===== config.mk =====
export PLATFORM = sky130hd
export DESIGN_NAME = washer_seq_ctrl
export DESIGN_NICKNAME = d
export VERILOG_FILES = /design/src/rtl/washer_seq_ctrl.sv
export SDC_FILE = /design/constraint.sdc
export NUM_CORES = 1
export LEC_CHECK = 0
export CORE_MARGIN = 2
export CORE_UTILIZATION = 52
export CTS_CLUSTER_DIAMETER = 30
export DETAILED_ROUTE_END_ITERATION = 12
export HOLD_SLACK_MARGIN = 0.08
export PLACE_DENSITY = 0.82
export RECOVER_POWER = 100
export SYNTH_ARGS = -nofsm -noshare
export SYNTH_HDL_FRONTEND = slang
export SYNTH_SLANG_ARGS = --single-unit

===== constraint.sdc =====
create_clock -name clk -period 3 [get_ports clk]
set_input_delay 0.75 -clock clk [delete_from_list [all_inputs] [get_ports clk]]
set_output_delay 0.75 -clock clk [all_outputs]
set_load 0.02 [all_outputs]

===== src/rtl/washer_seq_ctrl.sv =====
// washer_seq_ctrl
// ---------------
// Program sequencer for the washing-machine datapath. It steps through
// FILL -> agitation loop -> DRAIN (-> FILL for rinse) -> SPIN. Timed steps
// count a 1 Hz tick strobe. Level sensors close FILL and DRAIN early; if a
// sensor never arrives, the step times out, latches a fault and returns to IDLE.
//
// Optional feature macro: WASHER_PAUSE_EN
//   Defined   : adds input i_pause. While i_pause is high in a running program,
//               the state, timer and cycle count freeze, ticks are ignored and
//               every actuator is off.
//   Undefined : no pause port.
//
// Ports
//   clk             system clock
//   rst             asynchronous active-high reset
//   i_tick          one-cycle 1 Hz strobe
//   i_start         one-cycle start request (accepted only in IDLE)
//   i_prog[1:0]     00 wash+rinse+spin, 01 rinse+spin, 10 spin only, 11 invalid
//   i_estop         emergency stop, level
//   i_water_full    level sensor high
//   i_water_empty   level sensor low
//   i_pause         (WASHER_PAUSE_EN only) pause, level
//   o_inlet         water inlet valve
//   o_drain         drain valve
//   o_motor_fwd     motor forward enable
//   o_motor_rev     motor reverse enable
//   o_spin          spin motor enable
//   o_busy          program running
//   o_done          one-cycle completion pulse
//   o_alarm         latched fault flag (fill or drain timeout)
//   o_phase[2:0]    current state code
//   o_remain[6:0]   ticks left in the current timed step

module washer_seq_ctrl #(
  parameter int unsigned FILL_S    = 10,
  parameter int unsigned AGIT_S    = 60,
  parameter int unsigned REST_S    = 5,
  parameter int unsigned DRAIN_S   = 20,
  parameter int unsigned SPIN_S    = 30,
  parameter int unsigned WASH_CYC  = 7,
  parameter int unsigned RINSE_CYC = 3
) (
  input  logic       clk,
  input  logic       rst,
  input  logic       i_tick,
  input  logic       i_start,
  input  logic [1:0] i_prog,
  input  logic       i_estop,
  input  logic       i_water_full,
  input  logic       i_water_empty,
`ifdef WASHER_PAUSE_EN
  input  logic       i_pause,
`endif
  output logic       o_inlet,
  output logic       o_drain,
  output logic       o_motor_fwd,
  output logic       o_motor_rev,
  output logic       o_spin,
  output logic       o_busy,
  output logic       o_done,
  output logic       o_alarm,
  output logic [2:0] o_phase,
  output logic [6:0] o_remain
);

  // Enumerator values are the externally visible phase codes.
  typedef enum logic [2:0] {
    StIdle  = 3'd0,
    StFill  = 3'd1,
    StAgitF = 3'd2,
    StRestA = 3'd3,
    StAgitR = 3'd4,
    StRestB = 3'd5,
    StDrain = 3'd6,
    StSpin  = 3'd7
  } state_e;

  typedef enum logic {
    StageWash  = 1'b0,
    StageRinse = 1'b1
  } stage_e;

  // Step length loaded into the timer on entry to each state.
  function automatic logic [6:0] step_len(input state_e s);
    logic [6:0] len;
    len = 7'd0;
    case (s)
      StFill:           len = 7'(FILL_S);
      StAgitF, StAgitR: len = 7'(AGIT_S);
      StRestA, StRestB: len = 7'(REST_S);
      StDrain:          len = 7'(DRAIN_S);
      StSpin:           len = 7'(SPIN_S);
      default:          len = 7'd0;
    endcase
    return len;
  endfunction

  // Registered state
  state_e     r_state;
  stage_e     r_stage;
  logic [6:0] r_remain;
  logic [3:0] r_cyc;
  logic       r_alarm;
  logic       r_done;
  logic       r_busy;
  logic       r_inlet;
  logic       r_drain;
  logic       r_fwd;
  logic       r_rev;
  logic       r_spin;

  // Next-state values
  state_e     w_state_d;
  stage_e     w_stage_d;
  logic [6:0] w_remain_d;
  logic [3:0] w_cyc_d;
  logic       w_alarm_d;
  logic       w_done_d;
  logic       w_last_tick;
  logic       w_hold;
  logic       w_pause;

`ifdef WASHER_PAUSE_EN
  assign w_pause = i_pause;
`else
  assign w_pause = 1'b0;
`endif

  // A tick that arrives while the timer shows 1 ends the step: a normal
  // exit for fixed-length steps, a timeout for FILL and DRAIN.
  assign w_last_tick = i_tick && (r_remain == 7'd1);

  // Pause freezes a running program only. In IDLE there is nothing to hold.
  assign w_hold = w_pause && (r_state != StIdle);

  always_comb begin
    w_state_d  = r_state;
    w_stage_d  = r_stage;
    w_remain_d = r_remain;
    w_cyc_d    = r_cyc;
    w_alarm_d  = r_alarm;
    w_done_d   = 1'b0;

    if (i_estop) begin
      // Abort without touching alarm and without a done pulse.
      w_state_d  = StIdle;
      w_stage_d  = StageWash;
      w_cyc_d    = 4'd0;
      w_remain_d = 7'd0;
    end else if (!w_hold) begin
      unique case (r_state)
        StIdle: begin
          if (i_start && (i_prog != 2'b11)) begin
            w_alarm_d = 1'b0;
            unique case (i_prog)
              2'b00: begin
                w_stage_d = StageWash;
                w_state_d = StFill;
              end
              2'b01: begin
                w_stage_d = StageRinse;
                w_state_d = StFill;
              end
              default: begin
                // Spin-only: entering DRAIN as a rinse routes its exit to SPIN.
                w_stage_d = StageRinse;
                w_state_d = StDrain;
              end
            endcase
          end
        end

        StFill: begin
          // Sensor exit outranks a simultaneous final tick.
          if (i_water_full) begin
            w_cyc_d   = (r_stage == StageWash) ? 4'(WASH_CYC) : 4'(RINSE_CYC);
            w_state_d = StAgitF;
          end else if (w_last_tick) begin
            w_alarm_d = 1'b1;
            w_state_d = StIdle;
          end
        end

        StAgitF: if (w_last_tick) w_state_d = StRestA;
        StRestA: if (w_last_tick) w_state_d = StAgitR;
        StAgitR: if (w_last_tick) w_state_d = StRestB;

        StRestB: begin
          if (w_last_tick) begin
            w_cyc_d   = r_cyc - 4'd1;
            w_state_d = (w_cyc_d == 4'd0) ? StDrain : StAgitF;
          end
        end

        StDrain: begin
          if (i_water_empty) begin
            if (r_stage == StageWash) begin
              w_stage_d = StageRinse;
              w_state_d = StFill;
            end else begin
              w_state_d = StSpin;
            end
          end else if (w_last_tick) begin
            w_alarm_d = 1'b1;
            w_state_d = StIdle;
          end
        end

        StSpin: begin
          if (w_last_tick) begin
            w_done_d  = 1'b1;
            w_state_d = StIdle;
          end
        end

        default: w_state_d = StIdle;
      endcase

      // Timer: reload on every state change, otherwise count ticks down.
      if (w_state_d != r_state) begin
        w_remain_d = step_len(w_state_d);
      end else if (i_tick && (r_state != StIdle)) begin
        w_remain_d = r_remain - 7'd1;
      end
    end
  end

  always_ff @(posedge clk or posedge rst) begin
    if (rst) begin
      r_state  <= StIdle;
      r_stage  <= StageWash;
      r_remain <= 7'd0;
      r_cyc    <= 4'd0;
      r_alarm  <= 1'b0;
      r_done   <= 1'b0;
      r_busy   <= 1'b0;
      r_inlet  <= 1'b0;
      r_drain  <= 1'b0;
      r_fwd    <= 1'b0;
      r_rev    <= 1'b0;
      r_spin   <= 1'b0;
    end else begin
      r_state  <= w_state_d;
      r_stage  <= w_stage_d;
      r_remain <= w_remain_d;
      r_cyc    <= w_cyc_d;
      r_alarm  <= w_alarm_d;
      r_done   <= w_done_d;
      r_busy   <= (w_state_d != StIdle);
      // Actuators are decoded from the next state so they line up with
      // o_phase. They are forced off while a pause holds the program.
      r_inlet  <= !w_hold && (w_state_d == StFill);
      r_drain  <= !w_hold && ((w_state_d == StDrain) || (w_state_d == StSpin));
      r_fwd    <= !w_hold && (w_state_d == StAgitF);
      r_rev    <= !w_hold && (w_state_d == StAgitR);
      r_spin   <= !w_hold && (w_state_d == StSpin);
    end
  end

  assign o_inlet     = r_inlet;
  assign o_drain     = r_drain;
  assign o_motor_fwd = r_fwd;
  assign o_motor_rev = r_rev;
  assign o_spin      = r_spin;
  assign o_busy      = r_busy;
  assign o_done      = r_done;
  assign o_alarm     = r_alarm;
  assign o_phase     = r_state;
  assign o_remain    = r_remain;

endmodule


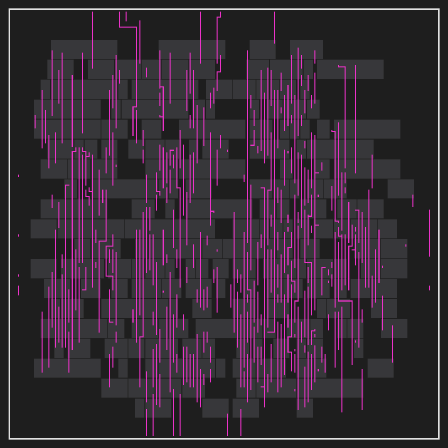
(images/met2.png)
share of all routed wire = 48%
longest straight run = 33.0 um
main direction = vertical
nets with wire on the layer = 194
Global Route met2 Usage: 0.396
via count: 1,421
Post-Route WL: 3710 um

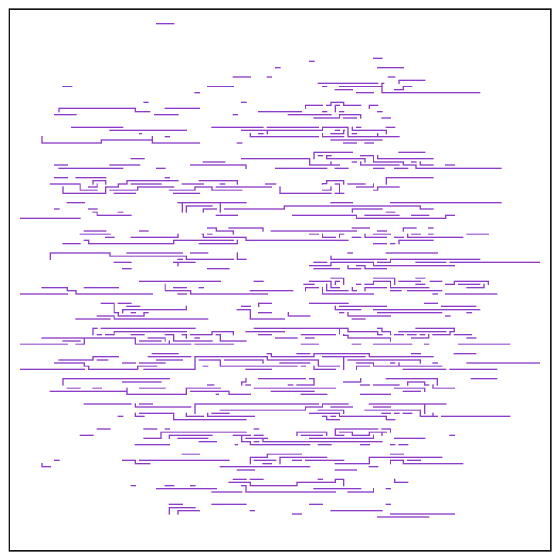
(images/met1.png)
longest straight run = 14.7 um
main direction = horizontal
met1 Usage GRT: 0.294

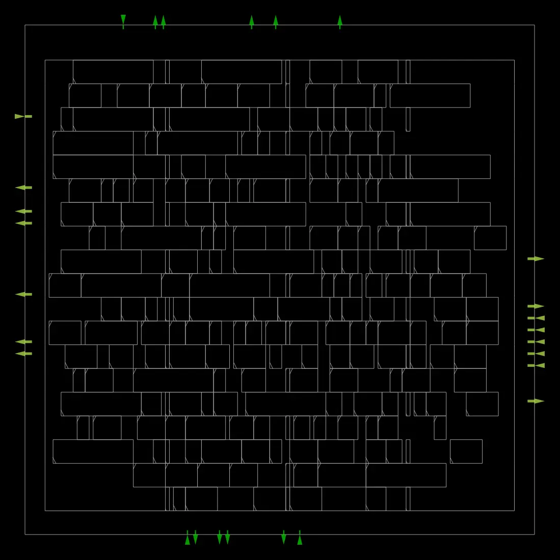
(images/final_placement.png)
sequential cell area share: 0.304
fillers: 231
core area: 2780 sq um
Well Taps: 31
Layout Utilization: 0.680

## worst min path at each step
stage	cells after the start	end	from	slack (ns)
final	2	r_cyc[3]	r_cyc[3]	0.58
after global routing	2	r_cyc[3]	r_cyc[3]	0.62
after CTS	2	r_cyc[3]	r_cyc[3]	0.59
after detailed placement	2	r_cyc[3]	r_cyc[3]	0.56
after global placement	2	r_cyc[3]	r_cyc[3]	0.53
after floorplan	2	r_cyc[3]	r_cyc[3]	0.51
## flip-flops by register name, summed over array words and instances, names as in the netlist
name         cells
o_alarm          1
o_busy           1
o_done           1
o_drain          1
o_inlet          1
o_motor_fwd      1
o_motor_rev      1
o_phase          3
o_remain         7
o_spin           1
r_cyc            4
r_stage          1
==> impl_metrics.tcl <==
# metrics dict for downstream scripts
set metrics [dict create \
    ys_sh_aoi 0.209 \
    grt-ovfl-total 0 \
    cp-endpoint "o_remain[0]" \
    hold_viol 0 \
    ys_sh_xor 0.0569 \
    sh_comb_area 0.471 \
    area_growth_pct 22.7 \
    critical-path-top-delay-family "AND-OR/OR-AND gates" \
    simple_gate_share 0.256 \
    top_power_group "combinational logic" \
    crit_chain "clkdlybuf4s50_1 > clkbuf_1 > nand3b_1 > a221o_1 > a311oi_2 > clkbuf_1 > o211ai_1 > or3_1 > o31ai_1" \
    grt_pass1_vias 1421 \
    cts.sinks 23 \
    busiest_layer "met2" \
    cellPowerDensity_nw_per_um2 739 \
    antenna_left 0 \
    synth.yosys.warnings 0 \
    buf_share 0.173 \
    p_int_mw 0.764 \
    ctsResizeCount 0 \
    crit_type "in -> reg" \
    largestClassByArea "combinational gates" \
    synth_top_flop_cell "dfrtp_1" \
    clk_path_buf_depth 2 \
    fin_hold_ws_ns 0.583 \
    pwr.group.clock_mw 0.149 \
    edf_count 0 \
    ys_seq_share 0.374 \
    crit_start "i_start" \
    slowest_delay_ns 0.48 \
    swShare 0.453 \
    p_leak_nw 0.835 \
    min_path_type "reg -> reg" \
    io_pins 27 \
    cts_tree "done" \
    seq-power_mw 0.458 \
    final-seq-area_sq_um 576 \
    num-nonclk-inverters 8 \
    required_ns 3.23 \
    reg2reg_slack_ns 0.26 \
    fin_crit_ns 2.79 \
    cp_common_cell "clkbuf_1" \
    top_cells_by_count "dfrtp_1, nor2_1, nand2_1" \
    lay_top_count "dfrtp_1" \
    clkCellAreaFrac 0.0146 \
    p_total_mw 1.40 \
    diodes 0 \
    critPathBufInv 3 \
    clkbuf_count 3 \
    floorplanUtilization 0.554 \
    drive_gt1_frac 0.115 \
    fp_nets 181 \
    most-common-layout-cells "dfrtp_1, nor2_1, dlygate4sd3_1" \
    drtIter0Drc 38 \
    reg2reg_to "o_remain[5]" \
    ctsRootBufferMaster "clkbuf_4" \
    syn-instance-count 167 \
    timing.rr.start "o_remain[2]" \
    place_congestion 0.880 \
    tool_warnings 28 \
    p_switching_mw 0.633 \
    row_count 19 \
    ys_cells 167 \
    powerComb_mw 0.790 \
    cts_buffers 3 \
    synthesis.area_sq_um 1540 \
    startpoint_type "input pin" \
    nFlopsAndLatches 23 \
    worstSetupEndpointType "register" \
    clkPwrFrac 0.107 \
    cp.depth 9 \
    htree_num_levels 1 \
    grt_max_degree 24 \
    num-multi-input-gates 128 \
    fmax_mhz 358 \
    die_w_um 58.4 \
    final_cell_area_sq_um 1890 \
    status "complete, no violations" \
    drv_slew 0 \
    ys_ff 23 \
    cap_viol_max_count 0 \
    top_area_cell "dfrtp_1" \
    finalCritPeriodShare 0.932 \
    antenna_found_initial 0 \
    placed_cell_area_sq_um 1890 \
    vias_per_cell 6.15 \
    finalSetupTns_ns 0 \
    adder_share 0.0455 \
    synth_top_area_share 0.374 \
    die_h_um 58.4 \
    clock_latency_ns 0.32 \
    n_all_buffers 37 \
    cts_setup_buffers 0 \
    ys_sh_mux 0.0195 \
    relSlewSlack 0.424 \
    dp_slack_ns -0.0843 \
    rsz0062_at_grt "false" \
    netlist-cell-type-count 54 \
    finalSetupViolations 0 \
]
